## config.mk

```make
export PLATFORM = sky130hd
export DESIGN_NAME = serial_alu_inv
export DESIGN_NICKNAME = d
export VERILOG_FILES = /design/src/rtl/serial_alu_inv.sv
export SDC_FILE = /design/constraint.sdc
export NUM_CORES = 1
export LEC_CHECK = 0
export ABC_AREA = 1
export ABC_CLOCK_PERIOD_IN_PS = 3840
export CAP_MARGIN = 25
export CORE_ASPECT_RATIO = 0.75
export CORE_MARGIN = 8
export CORE_UTILIZATION = 54
export CTS_BUF_LIST = sky130_fd_sc_hd__clkbuf_16
export DETAILED_ROUTE_END_ITERATION = 12
export GPL_ROUTABILITY_DRIVEN = 1
export PLACE_DENSITY = 0.83
export RECOVER_POWER = 100
export SYNTH_ARGS = -nofsm -noshare
export SYNTH_HDL_FRONTEND = slang
export SYNTH_SLANG_ARGS = --single-unit
```

## constraint.sdc

```tcl
create_clock -name clk_i -period 3.84 [get_ports clk_i]
set_input_delay 0.576 -clock clk_i [delete_from_list [all_inputs] [get_ports clk_i]]
set_output_delay 0.576 -clock clk_i [all_outputs]
set_load 0.02 [all_outputs]
```

## src/rtl/serial_alu_inv.sv

```systemverilog
// ---------------------------------------------------------------------------
// serial_alu_inv
//
// Bit-serial operand-recovery unit. It undoes the team's bit-serial
// XOR/subtract ALU. Given an ALU result R and the B operand that produced it,
// the unit rebuilds the A operand one bit per cycle, LSB first:
//   opCode 001 : A = R ^ B   (inverse of XOR)
//   opCode 100 : A = R + B   (inverse of A - B, ripple add, modulo 2^WIDTH)
//   opCode 000 : abort an operation that is in progress
//   any other  : invalid; a start carrying it is ignored
//
// Ports
//   clk_i      rising-edge clock
//   reset_i    synchronous, active-high reset; has priority over all inputs
//   start_i    request; only looked at while ready_o is high
//   opCode_i   operation select (see above)
//   srcR_i     ALU result operand (WIDTH bits)
//   srcB_i     B operand (WIDTH bits)
//   ready_o    unit is idle and will accept start_i
//   done_o     one-cycle pulse: srcA_o and the flags were just updated
//   srcA_o     recovered operand (WIDTH bits)
//   zero_o     srcA_o == 0
//   carryx_o   carry out of the MSB for add, 0 for XOR
//   sign_o     srcA_o[WIDTH-1]
//
// WIDTH must be at least 2. Latency from an accepted start to done_o is WIDTH
// cycles. A start held through the done cycle is accepted straight away, so
// back-to-back operations take WIDTH+1 cycles each.
// ---------------------------------------------------------------------------
module serial_alu_inv #(
  parameter int WIDTH = 4
) (
  input  logic             clk_i,
  input  logic             reset_i,
  input  logic             start_i,
  input  logic [2:0]       opCode_i,
  input  logic [WIDTH-1:0] srcR_i,
  input  logic [WIDTH-1:0] srcB_i,
  output logic             ready_o,
  output logic             done_o,
  output logic [WIDTH-1:0] srcA_o,
  output logic             zero_o,
  output logic             carryx_o,
  output logic             sign_o
);

  localparam int IDX_W = (WIDTH > 2) ? $clog2(WIDTH) : 1;

  localparam logic [2:0]       OP_ABORT = 3'b000;
  localparam logic [2:0]       OP_XOR   = 3'b001;
  localparam logic [2:0]       OP_ADD   = 3'b100;
  localparam logic [IDX_W-1:0] LAST_IDX = IDX_W'(WIDTH - 1);

  typedef enum logic {
    IDLE,
    RUN
  } state_e;

  state_e state_q;

  // Operands latched at start so the unit ignores input changes while running.
  logic [WIDTH-1:0] srcR_q;
  logic [WIDTH-1:0] srcB_q;
  logic             opIsAdd_q;

  // Serial datapath state: bit index, ripple carry and the partial result.
  logic [IDX_W-1:0] idx_q;
  logic             carry_q;
  logic [WIDTH-1:0] shadow_q;

  // Registered outputs.
  logic [WIDTH-1:0] srcA_q;
  logic             zero_q;
  logic             carryx_q;
  logic             sign_q;
  logic             ready_q;
  logic             done_q;

  // One-bit slice of the datapath. Next-state values are derived from the
  // current index so the sequential block only decides whether to commit them.
  logic             bitR;
  logic             bitB;
  logic             sumBit;
  logic             carry_d;
  logic [WIDTH-1:0] shadow_d;

  // Bit-slice logic for the bit selected by idx_q. For XOR the carry chain is
  // forced to zero, which also makes the final carryx 0 for XOR without a
  // separate select at completion.
  always_comb begin
    bitR     = srcR_q[idx_q];
    bitB     = srcB_q[idx_q];
    sumBit   = bitR ^ bitB ^ (opIsAdd_q & carry_q);
    carry_d  = opIsAdd_q & ((bitR & bitB) | (bitR & carry_q) | (bitB & carry_q));
    shadow_d = shadow_q;
    shadow_d[idx_q] = sumBit;
  end

  // Control FSM and all registers. done_q is a pulse, so it defaults to 0
  // every cycle and is set only on the edge that computes the last bit.
  // Abort is checked before the bit step, so an abort sampled on the edge
  // that would finish the operation still suppresses done and keeps the
  // previous outputs.
  always_ff @(posedge clk_i) begin
    if (reset_i) begin
      state_q   <= IDLE;
      srcR_q    <= '0;
      srcB_q    <= '0;
      opIsAdd_q <= 1'b0;
      idx_q     <= '0;
      carry_q   <= 1'b0;
      shadow_q  <= '0;
      srcA_q    <= '0;
      zero_q    <= 1'b0;
      carryx_q  <= 1'b0;
      sign_q    <= 1'b0;
      ready_q   <= 1'b1;
      done_q    <= 1'b0;
    end else begin
      done_q <= 1'b0;
      case (state_q)
        IDLE: begin
          if (start_i && ((opCode_i == OP_XOR) || (opCode_i == OP_ADD))) begin
            srcR_q    <= srcR_i;
            srcB_q    <= srcB_i;
            opIsAdd_q <= (opCode_i == OP_ADD);
            idx_q     <= '0;
            carry_q   <= 1'b0;
            shadow_q  <= '0;
            ready_q   <= 1'b0;
            state_q   <= RUN;
          end
        end

        RUN: begin
          if (opCode_i == OP_ABORT) begin
            ready_q <= 1'b1;
            state_q <= IDLE;
          end else begin
            shadow_q <= shadow_d;
            carry_q  <= carry_d;
            idx_q    <= idx_q + 1'b1;
            if (idx_q == LAST_IDX) begin
              srcA_q   <= shadow_d;
              zero_q   <= (shadow_d == '0);
              sign_q   <= shadow_d[WIDTH-1];
              carryx_q <= carry_d;
              idx_q    <= '0;
              done_q   <= 1'b1;
              ready_q  <= 1'b1;
              state_q  <= IDLE;
            end
          end
        end

        default: begin
          ready_q <= 1'b1;
          state_q <= IDLE;
        end
      endcase
    end
  end

  assign ready_o  = ready_q;
  assign done_o   = done_q;
  assign srcA_o   = srcA_q;
  assign zero_o   = zero_q;
  assign carryx_o = carryx_q;
  assign sign_o   = sign_q;

endmodule

```

Fig. 1: run 1, cell placement
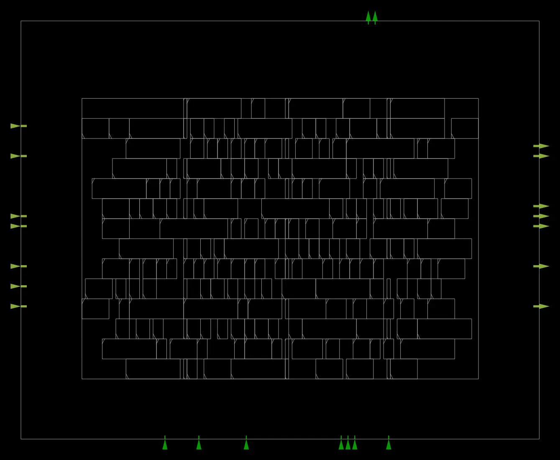
Core Rows: 14
final core occ: 0.719
sequential share of cell area: 0.340

Fig. 2: run 1, M3 wires
The bar under the picture is 20 microns long.
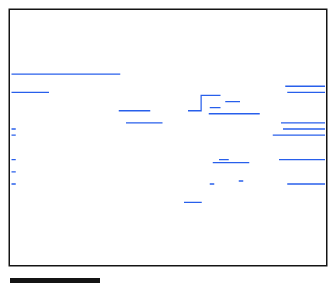
share of all routed wire: 5.8%
main direction: horizontal
nets with wire on the layer: 21
wire length on this layer: 155 microns
drt total wl: 2680 microns
GR Util met3: 0.0579
via count: 1116

Fig. 3: run 1, wire density map
14 x 11 tiles, from dark purple (low) to yellow (high), scaled to the fullest tile. Values are wire area over tile area, all layers added.
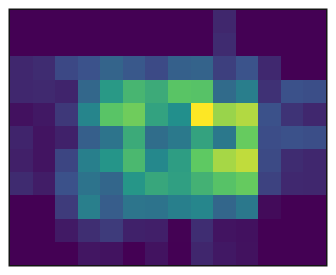
mean over tiles: 0.11
fullest tile: 0.47
densest ninth of the die: center
nearly empty tiles: 30%
gr usage total: 0.145
drt wl/cell: 12.8 microns

==> flow_summary_export.csv, run 1 <==
group,metric,value,unit
cells_and_area,clkCellAreaFrac,0.0535,
yosys,synth.cell_area,1200,sq um
run_status,status,"completed",
final_timing,tns,0,ps
detailed_routing,wl_met3,155,microns
place,place.gp.congestion,0.795,
setup_path,critical-path-top-delay-family,"buffers and inverters",
cells_and_area,clkbuf_count,3,
setup_path,crit_path_start,"opCode_i[1]",
global_route,met1_usage,0.161,
place,placedInstanceArea,1420,sq um
yosys,syn_area_per_cell,7.29,sq um
floorplanning,io_pins,23,
final_timing,relSlewSlack,0.699,
yosys,topCellsByArea,"dfxtp_1 42%, nand2_1 18%, a21oi_1 8.4%",
pwr,p_comb_frac,0.096,
setup_path,endpoint,"opIsAdd_q",
yosys,ys_cells,164,
final_timing,rsz0062_at_grt,"false",
detailed_routing,vias_per_cell,5.31,
yosys,synth_warnings,0,
pwr,clock_power_share,0.413,
pwr,total_power,0.549,mW
pwr,p_sw_frac,0.221,
yosys,common_cells,"57 x nand2_1, 25 x dfxtp_1, 20 x a21oi_1",
pwr,clk-power,0.226,mW
## Run 2: what changed since run 1
--- a/config.mk
+++ b/config.mk
@@ -6,15 +6,15 @@
 export NUM_CORES = 1
 export LEC_CHECK = 0
 export ABC_AREA = 1
-export ABC_CLOCK_PERIOD_IN_PS = 3840
+export ABC_CLOCK_PERIOD_IN_PS = 2150
 export CAP_MARGIN = 25
 export CORE_ASPECT_RATIO = 0.75
 export CORE_MARGIN = 8
-export CORE_UTILIZATION = 54
+export CORE_UTILIZATION = 45
 export CTS_BUF_LIST = sky130_fd_sc_hd__clkbuf_16
 export DETAILED_ROUTE_END_ITERATION = 12
 export GPL_ROUTABILITY_DRIVEN = 1
-export PLACE_DENSITY = 0.83
+export PLACE_DENSITY = 0.74
 export RECOVER_POWER = 100
 export SYNTH_ARGS = -nofsm -noshare
 export SYNTH_HDL_FRONTEND = slang
==> constraint.sdc (replaced) <==
create_clock -name clk_i -period 2.15 [get_ports clk_i]
set_input_delay 0.3225 -clock clk_i [delete_from_list [all_inputs] [get_ports clk_i]]
set_output_delay 0.3225 -clock clk_i [all_outputs]
set_load 0.02 [all_outputs]
Fig. 4: run 2, routed clock nets over the placement
The bar under the picture is 20 microns long.
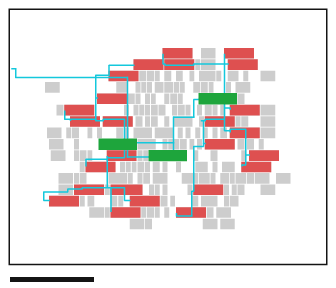
legend:
  red:
    item: flip-flops
    count: 25
  green:
    item: clock drivers
    count: 3
  cyan:
    item: clock wires
    length: 291 microns
routed clock nets: 4
Clk. pwr: 0.397 mW
Fin Clk Skew: 0.644 ps
power share of the clock group: 0.407

Fig. 5: run 2, zoomed window
Region (18, 0) to (58, 40) microns. Cells in gray, sequential cells in the stronger gray; small squares are vias.
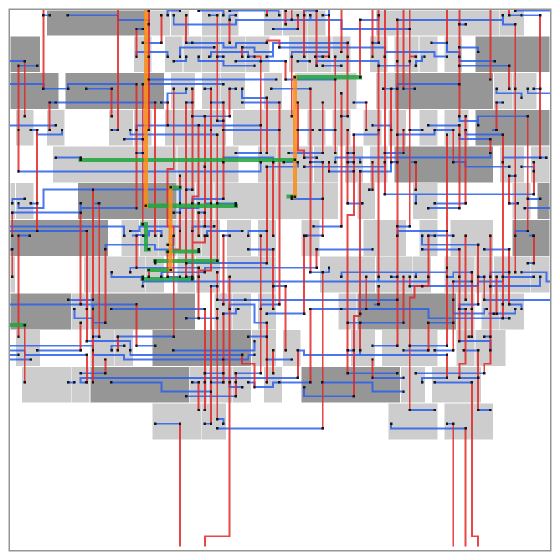
legend:
  blue:
    layer: metal 1
  red:
    layer: metal 2
  green:
    layer: metal 3
  orange:
    layer: metal 4
cells with their middle in the window: 125
sequential cells in the window: 14
netlist names of flops here include: `srcB_q` (3), `idx_q` (2), `srcR_q` (2)
most frequent: nand2_1 (41), inv_1 (14), dfxtp_1 (13)

==> run 2 against run 1 <==
Effect of this change:
- sequential share of layout area decreased by 0.54 points
- power increased by 78%
- sequential cell count unchanged
- clock-buffer cell count unchanged
- setup slack got worse by 1200 ps
- synthesized cell count unchanged
- wire length decreased by 2.9%
- cell area increased by 1.9%
- first-iteration DRC count decreased by 56%
- area after synthesis unchanged
- core utilization decreased by 13 points
- critical path type unchanged
- critical endpoint unchanged
- highest routed layer unchanged
==> flow_summary_export.csv, run 2 <==
group,metric,value,unit
pwr,total_power,0.975,mW
cells_and_area,clkbuf_count,3,
cells_and_area,seq_share,0.334,
yosys,topCellsByArea,"dfxtp_1 42%, nand2_1 18%, a21oi_1 8.4%",
yosys,syn_area_per_cell,7.29,sq um
cells_and_area,clkCellAreaFrac,0.0525,
cells_and_area,final_util,0.586,
global_route,met1_usage,0.142,
setup_path,crit_path_start,"opCode_i[1]",
pwr,p_comb_frac,0.098,
detailed_routing,wl_per_cell,11.7,microns
final_timing,tns,0,ps
detailed_routing,wl_met3,162,microns
detailed_routing,drt_wl_total,2610,microns
run_status,status,"completed",
yosys,synth.cell_area,1200,sq um
place,place.gp.congestion,0.858,
global_route,grt_use_total,0.123,
yosys,ys_cells,164,
setup_path,critical-path-top-delay-family,"buffers and inverters",
## Run 3: what changed since run 2
--- a/config.mk
+++ b/config.mk
@@ -16,6 +16,7 @@
 export GPL_ROUTABILITY_DRIVEN = 1
 export PLACE_DENSITY = 0.74
 export RECOVER_POWER = 100
+export SLEW_MARGIN = 10
 export SYNTH_ARGS = -nofsm -noshare
 export SYNTH_HDL_FRONTEND = slang
 export SYNTH_SLANG_ARGS = --single-unit
Fig. 6: run 3, cell placement
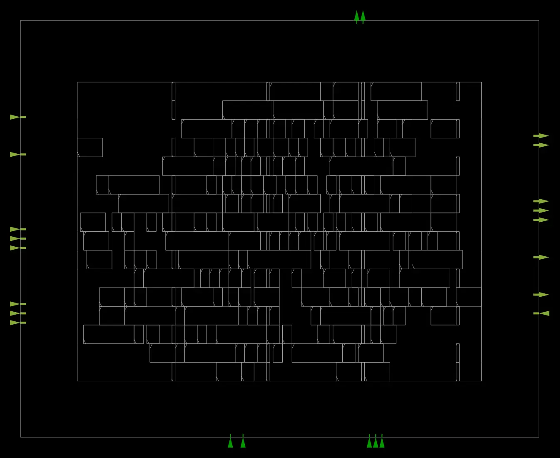
sequential share of cell area: 0.334
CORE AREA: 2560 sq um
tap cells: 36

Fig. 7: run 3, zoomed window
Region (18, 0) to (58, 40) microns. Cells in gray, sequential cells in the stronger gray; small squares are vias.
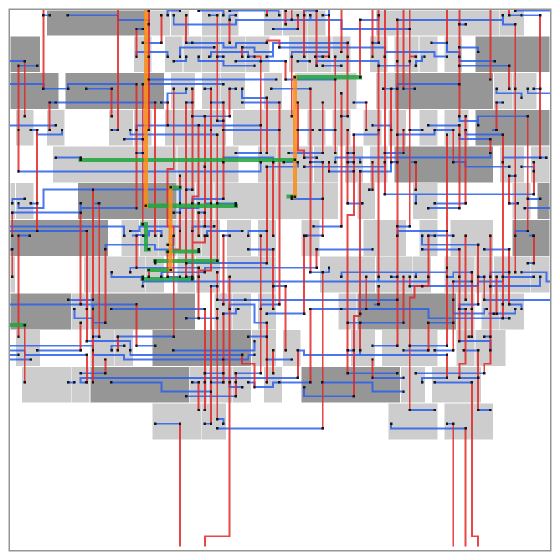

==> run 3 against run 2 <==
Effect of this change:
- global-route usage unchanged
- wire length unchanged
- synthesized cell count stayed put
- critical endpoint unchanged
- largest cell class unchanged
==> flow_summary_export.csv, run 3 <==
group,metric,value,unit
run_status,status,"completed",
yosys,ys_cells,164,
final_timing,fin_ws,231,ps
floorplanning,io_pins,23,
detailed_routing,vias_per_cell,4.82,
place,post-dp-hpwl,1970,microns
place,placedInstanceArea,1430,sq um
pwr,p_sw_frac,0.216,
yosys,common_cells,"57 x nand2_1, 25 x dfxtp_1, 20 x a21oi_1",
pwr,power_frac_seq,0.495,
yosys,topCellsByArea,"dfxtp_1 42%, nand2_1 18%, a21oi_1 8.4%",
cells_and_area,final_util,0.586,
detailed_routing,wl_met3,162,microns
floorplanning,die_height,60.7,microns
pwr,p_comb_frac,0.098,
setup_path,critPathMaxFanout,11,
pwr,clock_power_share,0.407,
cells_and_area,clkbuf_count,3,
final_timing,relSlewSlack,0.660,
yosys,ys_types,24,
pwr,power_switching,0.210,mW
pwr,total_power,0.975,mW
pwr,maxPowerGroup,"registers",
global_route,grt_use_total,0.123,
global_route,antenna_found_initial,0,
detailed_routing,wl_per_cell,11.7,microns
flow_run,cap_violations,0,
place,place.gp.congestion,0.858,
setup_path,crit_path_start,"opCode_i[1]",
detailed_routing,drt_wl_total,2610,microns
setup_path,endpoint,"opIsAdd_q",
global_route,met1_usage,0.142,
final_timing,skew,0.644,ps
detailed_routing,vias,1069,
yosys,synth.cell_area,1200,sq um
setup_path,critical-path-top-delay-family,"buffers and inverters",
global_route,grt_use_met3,0.0413,

==> gallery <==
Signal wires by layer.
Plate I
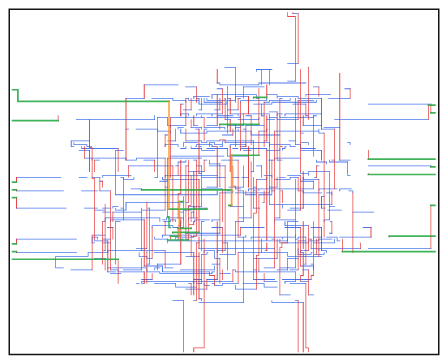
Plate II
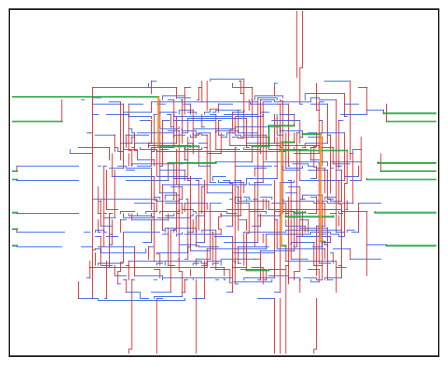
| picture | from |
|---|---|
| Plate II | run 1 |
| Plate I | run 3 |

Key to Plate II:
legend:
  orange:
    layer: metal 4
    wire_length: 42.8 microns
  red:
    layer: metal 2
    wire_length: 1300 microns
  blue:
    layer: metal 1
    wire_length: 1180 microns
  green:
    layer: metal 3
    wire_length: 155 microns

Power figures rest on the tool's default switching activity, not on a simulated workload.
